**src/rtl/hcsr04_echo_ranger_pkg.sv**
```systemverilog
// hcsr04_echo_ranger_pkg: shared constants, FSM encoding and BCD helper for the echo ranger
package hcsr04_echo_ranger_pkg;
    localparam int unsigned DATA_W = 12;
    localparam logic [DATA_W-1:0] BCD_MAX = 12'h999;
    localparam int unsigned TRIG_CYCLES = 500;
    localparam int unsigned MEAS_PERIOD_CYCLES = 3_000_000;
    localparam int unsigned TIMEOUT_CYCLES = 1_900_000;
    localparam int unsigned CM_DIV_CYCLES = 2900;
    localparam int unsigned IN_DIV_CYCLES = 7400;

    typedef enum logic [2:0] {
        S_IDLE = 3'd0,
        S_TRIG = 3'd1,
        S_WAIT = 3'd2,
        S_MEAS = 3'd3,
        S_DONE = 3'd4,
        S_HOLD = 3'd5
    } state_t;

    // Saturating packed-BCD increment: ones carry into tens, tens into hundreds, stops at 999
    function automatic logic [DATA_W-1:0] bcd_incr(input logic [DATA_W-1:0] v);
        logic [DATA_W-1:0] r;
        r = v;
        if (v != BCD_MAX) begin
            if (v[3:0] != 4'd9) begin
                r[3:0] = v[3:0] + 4'd1;
            end else begin
                r[3:0] = 4'd0;
                if (v[7:4] != 4'd9) begin
                    r[7:4] = v[7:4] + 4'd1;
                end else begin
                    r[7:4] = 4'd0;
                    r[11:8] = v[11:8] + 4'd1;
                end
            end
        end
        return r;
    endfunction
endpackage

```
**src/rtl/hcsr04_echo_ranger_if.sv**
```systemverilog
// hcsr04_echo_ranger_if: sensor pins plus the result/strobe pair handed to the UART transmitter
interface hcsr04_echo_ranger_if;
    import hcsr04_echo_ranger_pkg::*;
    logic              echo;
    logic              cm_or_inch;
    logic              trig;
    logic [DATA_W-1:0] data;
    logic              data_available;

    modport master (input echo, input cm_or_inch, output trig, output data, output data_available);
    modport slave (output echo, output cm_or_inch, input trig, input data, input data_available);
endinterface

```
**src/rtl/hcsr04_echo_ranger_bcd_counter.sv**
```systemverilog
// hcsr04_echo_ranger_bcd_counter: 3-digit saturating packed-BCD counter, clear beats increment
module hcsr04_echo_ranger_bcd_counter
    import hcsr04_echo_ranger_pkg::*;
(
    input  logic              Clk_i,
    input  logic              Reset_i,
    input  logic              clr_i,
    input  logic              inc_i,
    output logic [DATA_W-1:0] bcd_o
);
    logic [DATA_W-1:0] bcd_q, bcd_d;

    // Next count: clear, saturating increment or hold
    always_comb begin
        bcd_d = clr_i ? '0 : inc_i ? bcd_incr(bcd_q) : bcd_q;
    end

    // Count register
    always_ff @(posedge Clk_i or negedge Reset_i) begin
        if (!Reset_i) bcd_q <= '0;
        else          bcd_q <= bcd_d;
    end

    assign bcd_o = bcd_q;
endmodule

```
**src/rtl/hcsr04_echo_ranger.sv**
```systemverilog
// hcsr04_echo_ranger: triggers the HC-SR04, times the echo and reports the distance in packed BCD
module hcsr04_echo_ranger
    import hcsr04_echo_ranger_pkg::*;
#(
    parameter int unsigned TRIG_CYCLES_P        = TRIG_CYCLES,
    parameter int unsigned MEAS_PERIOD_CYCLES_P = MEAS_PERIOD_CYCLES,
    parameter int unsigned TIMEOUT_CYCLES_P     = TIMEOUT_CYCLES,
    parameter int unsigned CM_DIV_CYCLES_P      = CM_DIV_CYCLES,
    parameter int unsigned IN_DIV_CYCLES_P      = IN_DIV_CYCLES
) (
    input logic Clk_i,
    input logic Reset_i,
    hcsr04_echo_ranger_if.master bus
);
    localparam int unsigned PW = $clog2(MEAS_PERIOD_CYCLES_P);
    localparam int unsigned TW = $clog2(TIMEOUT_CYCLES_P > TRIG_CYCLES_P ? TIMEOUT_CYCLES_P : TRIG_CYCLES_P);
    localparam int unsigned DW = $clog2(IN_DIV_CYCLES_P > CM_DIV_CYCLES_P ? IN_DIV_CYCLES_P : CM_DIV_CYCLES_P);

    state_t            state_q, state_d;
    logic              s1_q, s2_q, hist_q;
    logic [PW-1:0]     period_q, period_d;
    logic [TW-1:0]     timer_q, timer_d;
    logic [DW-1:0]     presc_q, presc_d;
    logic              unit_q, unit_d;
    logic              err_q, err_d;
    logic [DATA_W-1:0] data_q, data_d;
    logic              avail_q, avail_d;
    logic              bcd_clr, bcd_inc;
    logic [DATA_W-1:0] bcd;
    logic              rise, fall, wrap, trig_end, time_up;
    logic [DW-1:0]     div_last;

    // Both echo edges see the same synchroniser delay, so the measured width is unbiased
    assign rise     = s2_q & ~hist_q;
    assign fall     = ~s2_q & hist_q;
    assign div_last = unit_q ? DW'(IN_DIV_CYCLES_P - 1) : DW'(CM_DIV_CYCLES_P - 1);
    assign wrap     = presc_q == div_last;
    assign trig_end = timer_q == TW'(TRIG_CYCLES_P - 1);
    assign time_up  = timer_q == TW'(TIMEOUT_CYCLES_P - 1);

    // FSM state register
    always_ff @(posedge Clk_i or negedge Reset_i) begin
        if (!Reset_i) state_q <= S_IDLE;
        else          state_q <= state_d;
    end

    // FSM next state; unknown encodings fall back to IDLE
    always_comb begin
        state_d = S_IDLE;
        case (state_q)
            S_IDLE:  state_d = S_TRIG;
            S_TRIG:  state_d = trig_end ? S_WAIT : S_TRIG;
            S_WAIT:  state_d = rise ? S_MEAS : time_up ? S_DONE : S_WAIT;
            S_MEAS:  state_d = (fall || time_up) ? S_DONE : S_MEAS;
            S_DONE:  state_d = S_HOLD;
            S_HOLD:  state_d = (period_q >= PW'(MEAS_PERIOD_CYCLES_P - 1)) ? S_IDLE : S_HOLD;
            default: state_d = S_IDLE;
        endcase
    end

    // FSM outputs and datapath next values; the timer restarts on every state change
    always_comb begin
        period_d = (state_d == S_IDLE) ? '0 : period_q + 1'b1;
        timer_d  = (state_d != state_q) ? '0 : timer_q + 1'b1;
        presc_d  = (state_q != S_MEAS || wrap) ? '0 : presc_q + 1'b1;
        bcd_clr  = (state_q == S_WAIT) && rise;
        bcd_inc  = (state_q == S_MEAS) && wrap;
        unit_d   = (state_q == S_IDLE) ? bus.cm_or_inch : unit_q;
        err_d    = bcd_clr ? 1'b0
                 : (((state_q == S_WAIT) || (state_q == S_MEAS && !fall)) && time_up) ? 1'b1
                 : err_q;
        data_d   = (state_q == S_DONE) ? (err_q ? BCD_MAX : bcd) : data_q;
        avail_d  = state_q == S_DONE;
    end

    // Synchroniser, counters and registered outputs
    always_ff @(posedge Clk_i or negedge Reset_i) begin
        if (!Reset_i) begin
            s1_q     <= 1'b0;
            s2_q     <= 1'b0;
            hist_q   <= 1'b0;
            period_q <= '0;
            timer_q  <= '0;
            presc_q  <= '0;
            unit_q   <= 1'b0;
            err_q    <= 1'b0;
            data_q   <= '0;
            avail_q  <= 1'b0;
        end else begin
            s1_q     <= bus.echo;
            s2_q     <= s1_q;
            hist_q   <= s2_q;
            period_q <= period_d;
            timer_q  <= timer_d;
            presc_q  <= presc_d;
            unit_q   <= unit_d;
            err_q    <= err_d;
            data_q   <= data_d;
            avail_q  <= avail_d;
        end
    end

    hcsr04_echo_ranger_bcd_counter u_bcd (
        .Clk_i  (Clk_i),
        .Reset_i(Reset_i),
        .clr_i  (bcd_clr),
        .inc_i  (bcd_inc),
        .bcd_o  (bcd)
    );

    assign bus.trig           = state_q == S_TRIG;
    assign bus.data           = data_q;
    assign bus.data_available = avail_q;
endmodule

```
**src/flat_wrapper.sv**
```systemverilog
// flat-port wrapper written by rule: the top's interface ports become plain ports
module hcsr04_echo_ranger_flat import hcsr04_echo_ranger_pkg::*;
#(
    parameter int unsigned TRIG_CYCLES_P        = TRIG_CYCLES,
    parameter int unsigned MEAS_PERIOD_CYCLES_P = MEAS_PERIOD_CYCLES,
    parameter int unsigned TIMEOUT_CYCLES_P     = TIMEOUT_CYCLES,
    parameter int unsigned CM_DIV_CYCLES_P      = CM_DIV_CYCLES,
    parameter int unsigned IN_DIV_CYCLES_P      = IN_DIV_CYCLES
)
  (Clk_i, Reset_i, bus_echo, bus_cm_or_inch, bus_trig, bus_data, bus_data_available);
  hcsr04_echo_ranger_if bus_i ();
  input logic Clk_i;
  input logic Reset_i;
  input wire logic [$bits(bus_i.echo)-1:0] bus_echo;
  input wire logic [$bits(bus_i.cm_or_inch)-1:0] bus_cm_or_inch;
  output wire logic [$bits(bus_i.trig)-1:0] bus_trig;
  output wire logic [$bits(bus_i.data)-1:0] bus_data;
  output wire logic [$bits(bus_i.data_available)-1:0] bus_data_available;
  assign bus_i.echo = bus_echo;
  assign bus_i.cm_or_inch = bus_cm_or_inch;
  assign bus_trig = bus_i.trig;
  assign bus_data = bus_i.data;
  assign bus_data_available = bus_i.data_available;
  hcsr04_echo_ranger #(.TRIG_CYCLES_P(TRIG_CYCLES_P), .MEAS_PERIOD_CYCLES_P(MEAS_PERIOD_CYCLES_P), .TIMEOUT_CYCLES_P(TIMEOUT_CYCLES_P), .CM_DIV_CYCLES_P(CM_DIV_CYCLES_P), .IN_DIV_CYCLES_P(IN_DIV_CYCLES_P)) u_core (.Clk_i(Clk_i), .Reset_i(Reset_i), .bus(bus_i));
endmodule
```
**config.mk**
```make
export PLATFORM = sky130hd
export DESIGN_NAME = hcsr04_echo_ranger_flat
export DESIGN_NICKNAME = d
export VERILOG_FILES = /design/src/rtl/hcsr04_echo_ranger_pkg.sv /design/src/rtl/hcsr04_echo_ranger_if.sv /design/src/rtl/hcsr04_echo_ranger_bcd_counter.sv /design/src/rtl/hcsr04_echo_ranger.sv /design/src/flat_wrapper.sv
export SDC_FILE = /design/constraint.sdc
export NUM_CORES = 1
export LEC_CHECK = 0
export ABC_AREA = 1
export CAP_MARGIN = 20
export CORE_MARGIN = 2
export CORE_UTILIZATION = 42
export CTS_CLUSTER_DIAMETER = 100
export DETAILED_ROUTE_END_ITERATION = 6
export PLACE_DENSITY = 0.61
export SLEW_MARGIN = 20
export SYNTH_ARGS = -nofsm -noshare
export SYNTH_HDL_FRONTEND = slang
export SYNTH_SLANG_ARGS = --single-unit
```
**constraint.sdc**
```tcl
create_clock -name Clk_i -period 3 [get_ports Clk_i]
set_clock_uncertainty 0.05 [all_clocks]
set_input_delay 0.6 -clock Clk_i [delete_from_list [all_inputs] [get_ports Clk_i]]
set_output_delay 0.6 -clock Clk_i [all_outputs]
set_load 0.005 [all_outputs]
```
Figure 1. Signal wires on met2 (run 1).
(3 px per µm)
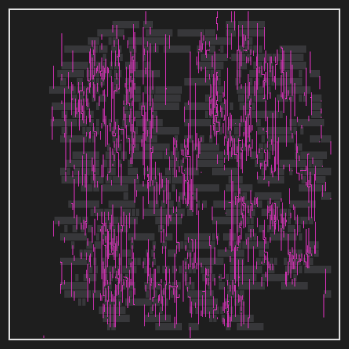
- main direction: vertical
- share of all routed wire: 46%
- nets with wire on the layer: 483

Figure 2. Placed cells, one colour a class (run 1).
(3 px per µm) Fill, decap, tap and diode cells in grey.
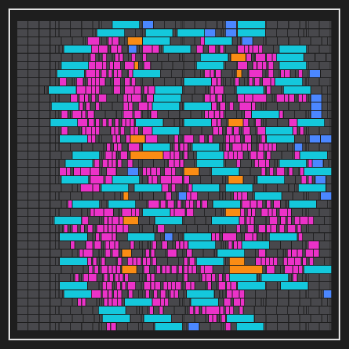
- orange: clock drivers and dummy loads (cells 16)
- cyan: flip-flops (cells 89)
- magenta: all other logic (cells 480)
- blue: other buffers and delay cells (cells 21)

==> impl_metrics.xml, run 1 <==
<?xml version="1.0" encoding="UTF-8"?>
<metrics>
  <group name="run_status">
    <metric name="status" unit="">finished clean</metric>
  </group>
  <group name="synthesis">
    <metric name="post-synth-top-area-fraction" unit="%">47.5</metric>
    <metric name="synth_flop_count" unit="">89</metric>
    <metric name="ys_sh_simple" unit="%">32.2</metric>
    <metric name="asyncSetResetFlopFracSynth" unit="%">100</metric>
    <metric name="yosys-dominant-comb-family" unit="">simple AND/OR/NAND/NOR gates</metric>
    <metric name="synth_stat.cells" unit="">577</metric>
    <metric name="synth_top_cell_by_area" unit="">sky130_fd_sc_hd__dfrtp_1</metric>
    <metric name="synthAoiAreaFrac" unit="%">6.57</metric>
    <metric name="synth.yosys.chip_area" unit="µm²">4680</metric>
    <metric name="syn_area" unit="µm²">4680</metric>
    <metric name="synth_seq_share" unit="%">47.5</metric>
    <metric name="syn_area_per_cell" unit="µm²">8.12</metric>
  </group>
  <group name="finish">
    <metric name="sh_seq_area" unit="%">42.6</metric>
    <metric name="logic_area" unit="µm²">2100</metric>
    <metric name="final_core_occ" unit="%">48.2</metric>
    <metric name="largest-register" unit="">u_core.period_q</metric>
    <metric name="fillerInstances" unit="">1064</metric>
    <metric name="comb_area_share" unit="%">40.2</metric>
    <metric name="nonClockBufferCount" unit="">21</metric>
  </group>
  <group name="pwr">
    <metric name="netSwitchingFraction" unit="%">20.7</metric>
    <metric name="power_switching" unit="µW">444</metric>
    <metric name="fin_total_pwr" unit="µW">2140</metric>
    <metric name="cellPowerDensity" unit="nW/µm²">410</metric>
    <metric name="sequentialPower" unit="µW">1200</metric>
    <metric name="power.group.top" unit="">registers</metric>
  </group>
  <group name="global_route">
    <metric name="global_route.peak_usage_layer" unit="">met2</metric>
    <metric name="grt_start_max_net_pins" unit="">41</metric>
  </group>
  <group name="place">
    <metric name="dp_worst_setup_slack" unit="ns">0.592</metric>
    <metric name="port_buffer_cells" unit="">17</metric>
  </group>
  <group name="cts">
    <metric name="cts-resized-gates" unit="">0</metric>
    <metric name="clk_root_buffer_cell" unit="">sky130_fd_sc_hd__clkbuf_8</metric>
    <metric name="tritoncts" unit="">yes</metric>
  </group>
  <group name="floorplanning">
    <metric name="standard_cell_core_area" unit="µm²">10800</metric>
  </group>
  <group name="detailed_routing">
    <metric name="drt_pre_antenna_iters" unit="">4</metric>
    <metric name="routed-wl-met2" unit="µm">3940</metric>
    <metric name="detail_route.iter0.violations" unit="">211</metric>
  </group>
  <group name="worst_setup_path">
    <metric name="setup.worst_path.start_class" unit="">register</metric>
    <metric name="cpPeakStageDelay" unit="ns">0.60</metric>
    <metric name="setup.worst_path.end" unit="">bus_trig</metric>
    <metric name="setup_slack_on_the_worst_flop_to_flop_path" unit="ns">0.64</metric>
    <metric name="worstRegToRegCells" unit="">11</metric>
    <metric name="critical_path.endpoint_type" unit="">primary output</metric>
    <metric name="crit_required" unit="ns">2.35</metric>
  </group>
  <group name="timing">
    <metric name="setup_total_negative_slack" unit="ns">0</metric>
    <metric name="hold_violations" unit="">0</metric>
  </group>
</metrics>
Figure 3. Clock wiring as the flow saved it (run 1).
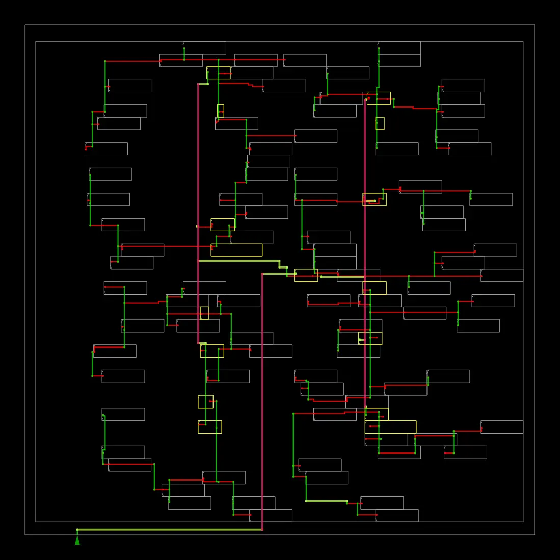
CTS buffer count: 9
sink count of the clock tree: 89
flop count: 89
number of clock buffers in the layout: 11
Clock Power: 908 µW

Figure 4. Ports around the boundary (run 1).
(2 px per µm) Pins as bars across the die edge, other pins in grey.
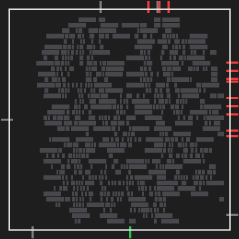

==> run 2: changes to the inputs <==
Clock period 3 ns to 2.4 ns, I/O delays scaled along.
Figure 5. Ports around the boundary (run 2).
(2 px per µm) Pins as bars across the die edge, other pins in grey.
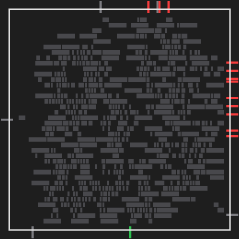
- green: bus_cm_or_inch (pins 1; direction input; edge bottom)
- red: bus_data (pins 12; direction output; edge 9 right, 3 top)
Port-buffer cells: 17
die height: 110 µm
die width: 110 µm

==> impl_metrics.xml, run 2 <==
<?xml version="1.0" encoding="UTF-8"?>
<metrics>
  <group name="finish">
    <metric name="comb_area_share" unit="%">39.7</metric>
    <metric name="nClkBuffers" unit="">12</metric>
    <metric name="sh_seq_area" unit="%">42.1</metric>
    <metric name="final_core_occ" unit="%">48.9</metric>
  </group>
  <group name="run_status">
    <metric name="status" unit="">finished clean</metric>
  </group>
  <group name="pwr">
    <metric name="sequentialPower" unit="µW">1500</metric>
    <metric name="p_clk" unit="µW">1170</metric>
    <metric name="power.group.top" unit="">registers</metric>
    <metric name="cellPowerDensity" unit="nW/µm²">513</metric>
    <metric name="fin_total_pwr" unit="µW">2720</metric>
    <metric name="power_switching" unit="µW">564</metric>
  </group>
  <group name="cts">
    <metric name="tritoncts_num_sinks" unit="">89</metric>
    <metric name="cts-resized-gates" unit="">1</metric>
    <metric name="tritoncts" unit="">yes</metric>
    <metric name="clk_root_buffer_cell" unit="">sky130_fd_sc_hd__clkbuf_8</metric>
  </group>
  <group name="detailed_routing">
    <metric name="routed-wl-met2" unit="µm">4290</metric>
    <metric name="detail_route.iter0.violations" unit="">149</metric>
  </group>
  <group name="synthesis">
    <metric name="synth_seq_share" unit="%">47.5</metric>
    <metric name="post-synth-top-area-fraction" unit="%">47.5</metric>
    <metric name="asyncSetResetFlopFracSynth" unit="%">100</metric>
    <metric name="syn_area_per_cell" unit="µm²">8.12</metric>
  </group>
  <group name="worst_setup_path">
    <metric name="critical_path.endpoint_type" unit="">primary output</metric>
    <metric name="worstRegToRegCells" unit="">12</metric>
  </group>
  <group name="place">
    <metric name="dp_worst_setup_slack" unit="ns">0.240</metric>
  </group>
  <group name="floorplanning">
    <metric name="standard_cell_core_area" unit="µm²">10800</metric>
  </group>
</metrics>
Figure 6. Signal wires on met2 (run 2).
(3 px per µm)
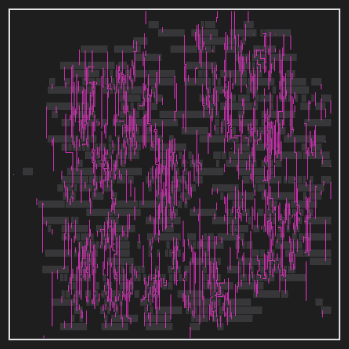
- share of all routed wire: 48%
- nets with wire on the layer: 492
- main direction: vertical
- longest straight run: 41.8 µm

Figure 7. Placed cells, one colour a class (run 2).
(3 px per µm) Fill, decap, tap and diode cells in grey.
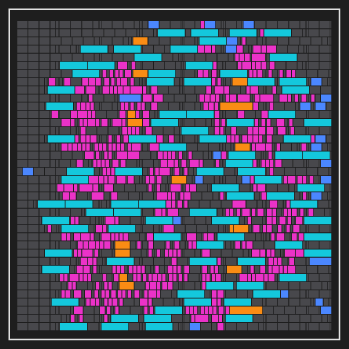

==> run 3: changes to the inputs <==
Settings changed: CORE_MARGIN 2 to default.
Figure 8. Placed cells, one colour a class (run 3).
(3 px per µm) Fill, decap, tap and diode cells in grey.
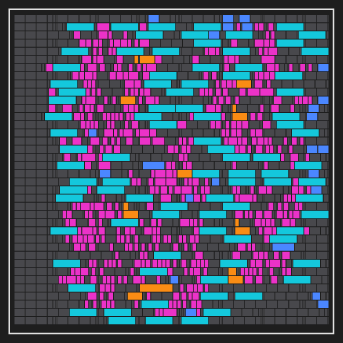
- orange: clock drivers and dummy loads (cells 15)
- cyan: flip-flops (cells 89)
- magenta: all other logic (cells 480)
- blue: other buffers and delay cells (cells 24)
standard cell core area: 10800 µm²
area of all placed cells without fillers: 5240 µm²
sequential cell area share: 42.5%
Site Rows: 38

Figure 9. Ports around the boundary (run 3).
(2 px per µm) Pins as bars across the die edge, other pins in grey.
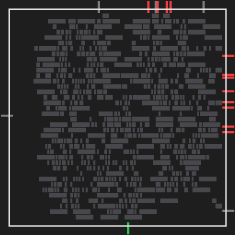
- green: bus_cm_or_inch (pins 1; direction input; edge bottom)
- red: bus_data (pins 12; direction output; edge 8 right, 4 top)

==> impl_metrics.xml, run 3 <==
<?xml version="1.0" encoding="UTF-8"?>
<metrics>
  <group name="run_status">
    <metric name="status" unit="">finished clean</metric>
  </group>
  <group name="worst_setup_path">
    <metric name="crit_required" unit="ns">1.87</metric>
    <metric name="setup.worst_path.start_class" unit="">register</metric>
    <metric name="worstRegToRegCells" unit="">12</metric>
    <metric name="setup_slack_on_the_worst_flop_to_flop_path" unit="ns">0.41</metric>
    <metric name="critical_path.endpoint_type" unit="">primary output</metric>
    <metric name="cpPeakStageDelay" unit="ns">0.56</metric>
    <metric name="highest_net_fanout_along_the_worst_path" unit="">6</metric>
    <metric name="setup.worst_path.end" unit="">bus_trig</metric>
  </group>
  <group name="synthesis">
    <metric name="asyncSetResetFlopFracSynth" unit="%">100</metric>
    <metric name="synth_stat.cells" unit="">577</metric>
    <metric name="synth_top_cell_by_area" unit="">sky130_fd_sc_hd__dfrtp_1</metric>
    <metric name="synth_flop_count" unit="">89</metric>
    <metric name="synth_seq_share" unit="%">47.5</metric>
    <metric name="syn_area" unit="µm²">4680</metric>
    <metric name="synth.yosys.chip_area" unit="µm²">4680</metric>
    <metric name="yosys-dominant-comb-family" unit="">simple AND/OR/NAND/NOR gates</metric>
    <metric name="post-synth-top-area-fraction" unit="%">47.5</metric>
  </group>
  <group name="finish">
    <metric name="seq_cell_count" unit="">89</metric>
    <metric name="logic_area" unit="µm²">2100</metric>
    <metric name="comb_area_share" unit="%">40.2</metric>
    <metric name="fillerInstances" unit="">1052</metric>
    <metric name="nonClockBufferCount" unit="">24</metric>
    <metric name="final_core_occ" unit="%">48.3</metric>
    <metric name="largest-register" unit="">u_core.period_q</metric>
    <metric name="nClkBuffers" unit="">12</metric>
    <metric name="mostFrequentLayoutCell" unit="">sky130_fd_sc_hd__nand2_1</metric>
  </group>
  <group name="detailed_routing">
    <metric name="drt_pre_antenna_iters" unit="">4</metric>
    <metric name="routed-wl-met2" unit="µm">3970</metric>
    <metric name="detail_route.iter0.violations" unit="">190</metric>
  </group>
  <group name="cts">
    <metric name="cts-resized-gates" unit="">0</metric>
    <metric name="clk_root_buffer_cell" unit="">sky130_fd_sc_hd__clkbuf_8</metric>
    <metric name="tritoncts.num_buffers" unit="">9</metric>
    <metric name="tritoncts" unit="">yes</metric>
  </group>
  <group name="pwr">
    <metric name="p_clk" unit="µW">974</metric>
    <metric name="power_switching" unit="µW">533</metric>
    <metric name="sequentialPower" unit="µW">1500</metric>
    <metric name="netSwitchingFraction" unit="%">21.2</metric>
    <metric name="cellPowerDensity" unit="nW/µm²">481</metric>
    <metric name="power.group.top" unit="">registers</metric>
  </group>
  <group name="place">
    <metric name="dp_worst_setup_slack" unit="ns">0.420</metric>
    <metric name="port_buffer_cells" unit="">17</metric>
  </group>
  <group name="timing">
    <metric name="hold_violations" unit="">0</metric>
    <metric name="timing_worst_slew_pin_value" unit="ns">0.463</metric>
    <metric name="setup_total_negative_slack" unit="ns">0</metric>
  </group>
  <group name="floorplanning">
    <metric name="floorplan.die.height" unit="µm">108</metric>
    <metric name="die_width" unit="µm">108</metric>
  </group>
  <group name="global_route">
    <metric name="grt_start_max_net_pins" unit="">45</metric>
  </group>
</metrics>
Power figures rest on the tool's default switching activity, not on a simulated workload.
